**config.mk**
```make
export PLATFORM = sky130hd
export DESIGN_NAME = serial_adder_ctrl
export DESIGN_NICKNAME = d
export VERILOG_FILES = /design/src/rtl/serial_adder_pkg.sv /design/src/rtl/full_adder.sv /design/src/rtl/serial_adder_ctrl.sv
export SDC_FILE = /design/constraint.sdc
export NUM_CORES = 1
export LEC_CHECK = 0
export CAP_MARGIN = 15
export CORE_UTILIZATION = 31
export DETAILED_ROUTE_END_ITERATION = 16
export SYNTH_ARGS = -nofsm -noshare
export SYNTH_HDL_FRONTEND = slang
export SYNTH_SLANG_ARGS = --single-unit
```
**constraint.sdc**
```tcl
create_clock -name clk -period 4.1 [get_ports clk]
set_clock_uncertainty 0.15 [all_clocks]
set_input_delay 0.41 -clock clk [delete_from_list [all_inputs] [get_ports clk]]
set_output_delay 0.41 -clock clk [all_outputs]
set_load 0.02 [all_outputs]
```
**src/rtl/serial_adder_pkg.sv**
```systemverilog
// Shared definitions for the bit-serial adder controller: state encoding and
// counter sizing helper.
package serial_adder_pkg;

  localparam logic [1:0] IDLE = 2'd0;
  localparam logic [1:0] RUN  = 2'd1;
  localparam logic [1:0] DONE = 2'd2;

  // Bits needed to count 0..n-1; never less than one so WIDTH=1 still has a counter.
  function automatic int unsigned clog2(input int unsigned n);
    int unsigned w;
    w = 1;
    while ((32'd1 << w) < n) w++;
    return w;
  endfunction

endpackage

```
**src/rtl/full_adder.sv**
```systemverilog
// Single-bit full adder cell shared by the serial datapath.
module full_adder (
  input  logic a,
  input  logic b,
  input  logic cin,
  output logic c,
  output logic s
);

  assign s = a ^ b ^ cin;
  assign c = (a & b) | (cin & (a ^ b));

endmodule

```
**src/rtl/serial_adder_ctrl.sv**
```systemverilog
// Bit-serial adder controller: steps one full_adder over WIDTH-bit operands,
// LSB first, behind a start/busy/done handshake.
module serial_adder_ctrl
  import serial_adder_pkg::*;
#(
  parameter int unsigned WIDTH = 8
) (
  input  logic             clk,
  input  logic             rst,
  input  logic             start,
  input  logic [WIDTH-1:0] a,
  input  logic [WIDTH-1:0] b,
  input  logic             cin,
  output logic             busy,
  output logic             done,
  output logic [WIDTH-1:0] sum,
  output logic             cout
);

  localparam int unsigned CNT_W = clog2(WIDTH);

  logic [1:0]       state;
  logic [1:0]       state_nxt;
  logic             busy_nxt;
  logic             done_nxt;
  logic [WIDTH-1:0] a_sr;
  logic [WIDTH-1:0] b_sr;
  logic [WIDTH-1:0] sum_sr;
  logic             carry_q;
  logic [CNT_W-1:0] cnt;
  logic             fa_c;
  logic             fa_s;
  logic             last_bit;

  assign last_bit = (cnt == CNT_W'(WIDTH - 1));

  // State register; busy/done are registered from the next-state decode.
  always_ff @(posedge clk) begin
    if (rst) begin
      state <= IDLE;
      busy  <= 1'b0;
      done  <= 1'b0;
    end else begin
      state <= state_nxt;
      busy  <= busy_nxt;
      done  <= done_nxt;
    end
  end

  always_comb begin
    state_nxt = state;
    case (state)
      IDLE:    if (start) state_nxt = RUN;
      RUN:     if (last_bit) state_nxt = DONE;
      DONE:    state_nxt = IDLE;
      default: state_nxt = IDLE;
    endcase
  end

  always_comb begin
    busy_nxt = 1'b0;
    done_nxt = 1'b0;
    if (state_nxt == RUN)  busy_nxt = 1'b1;
    if (state_nxt == DONE) done_nxt = 1'b1;
  end

  full_adder u_fa (
    .a   (a_sr[0]),
    .b   (b_sr[0]),
    .cin (carry_q),
    .c   (fa_c),
    .s   (fa_s)
  );

  // Operand capture and one-bit-per-cycle shift datapath.
  always_ff @(posedge clk) begin
    if (rst) begin
      a_sr    <= '0;
      b_sr    <= '0;
      sum_sr  <= '0;
      carry_q <= 1'b0;
      cnt     <= '0;
    end else begin
      case (state)
        IDLE: begin
          if (start) begin
            a_sr    <= a;
            b_sr    <= b;
            sum_sr  <= '0;
            carry_q <= cin;
            cnt     <= '0;
          end
        end
        RUN: begin
          a_sr    <= a_sr >> 1;
          b_sr    <= b_sr >> 1;
          sum_sr  <= WIDTH'({fa_s, sum_sr} >> 1);
          carry_q <= fa_c;
          cnt     <= cnt + CNT_W'(1);
        end
        default: ;
      endcase
    end
  end

  assign sum  = sum_sr;
  assign cout = carry_q;

endmodule
```
Fig. 1: clock network drawn from the DEF
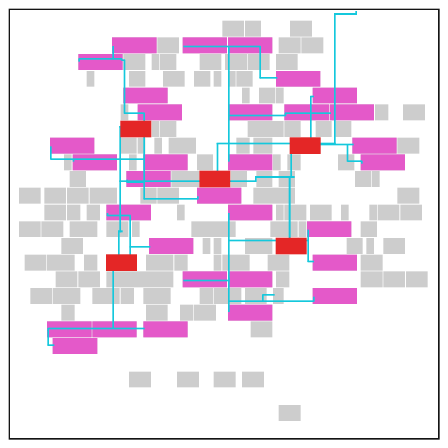
[red] cells driving clock nets | count: 5
[magenta] flip-flops | count: 32
[cyan] clock wires | length: 375 um
routed clock nets: 6
clock share of power: 39.6%
clk latency late pin: 280 ps
clk pwr: 290 uW

Fig. 2: cells coloured by class
The bar under the picture is 20 um long.
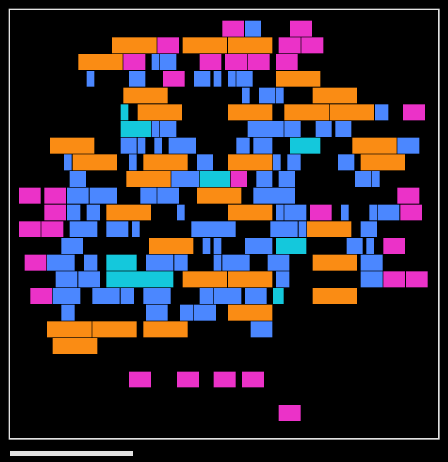
[magenta] other buffers and delay cells | cells: 31 | share of their area: 18%
[blue] all other logic | cells: 88 | share of their area: 40%
[cyan] clock drivers and dummy loads | cells: 8 | share of their area: 6.1%
[orange] flops | cells: 32 | share of their area: 37%
core area: 4380 sq um
final instance area: 1820 sq um
end-of-flow core utilization: 41.5%
flop share of the area: 35.2%

==> reports/results.tsv <==
stage	metric	value	unit
outcome	run status	completed	
sta	final hold slack	350	ps
finish	number of antenna diodes	0	
synthesis	flip-flops with a built-in enable	0	
detailed_routing	WL met1	1.32	mm
finish	dominant logic cell type in the layout	dfxtp_1	
detailed_routing	Remaining DRCs	0	
finish	Gate Area	683	sq um
synthesis	register bit count reported by yosys	32	
die	Core Rows	24	
sta	Worst slew margin	38.8	%
power	worst vdd ir	237	uV
cts	CTS-repair resized insts	0	
synthesis	cell type with the largest total area	dfxtp_1	
sta	final hold vios	0	
finish	Area Growth Syn to Fin	28.1	%
global_route	met2 Use GR	19.5	%
sta	Max Fclk	477	MHz
cts	hold buffers post-CTS	0	
sta	final slew viol count	0	
-- power by group --
part           internal (uW)  switching [uW]  leakage [uW]
Sequential               329            15.7      0.000263
Combinational           51.1            46.6      0.000366
Clock                    180             110     0.0000552
-- per-stage QoR --
step	power (uW)	setup WS (ps)
after floorplan	418	2560
after global placement	446	2100
after detailed placement	450	1970
after CTS	740	1970
after global routing	767	1790
final	732	2010
-- kinds of logic after synthesis --
kind of cell / share of synthesized area (%)
fa+ha+maj: 3.17
simple gates: 11.9
flops: 45.1
mux: 11.3
compound gates: 21.8
buf+inv: 6.78
-- final cells by class --
cell class	count	share of cell area (%)
flip-flops and latches	32	35.2
repair buffers	31	16.9
clock buffers	6	3.99
clock inverters	2	1.93
multi-input cells	84	37.6
inverters	4	0.825
well taps	52	3.58
Power and IR drop assume default switching activity.
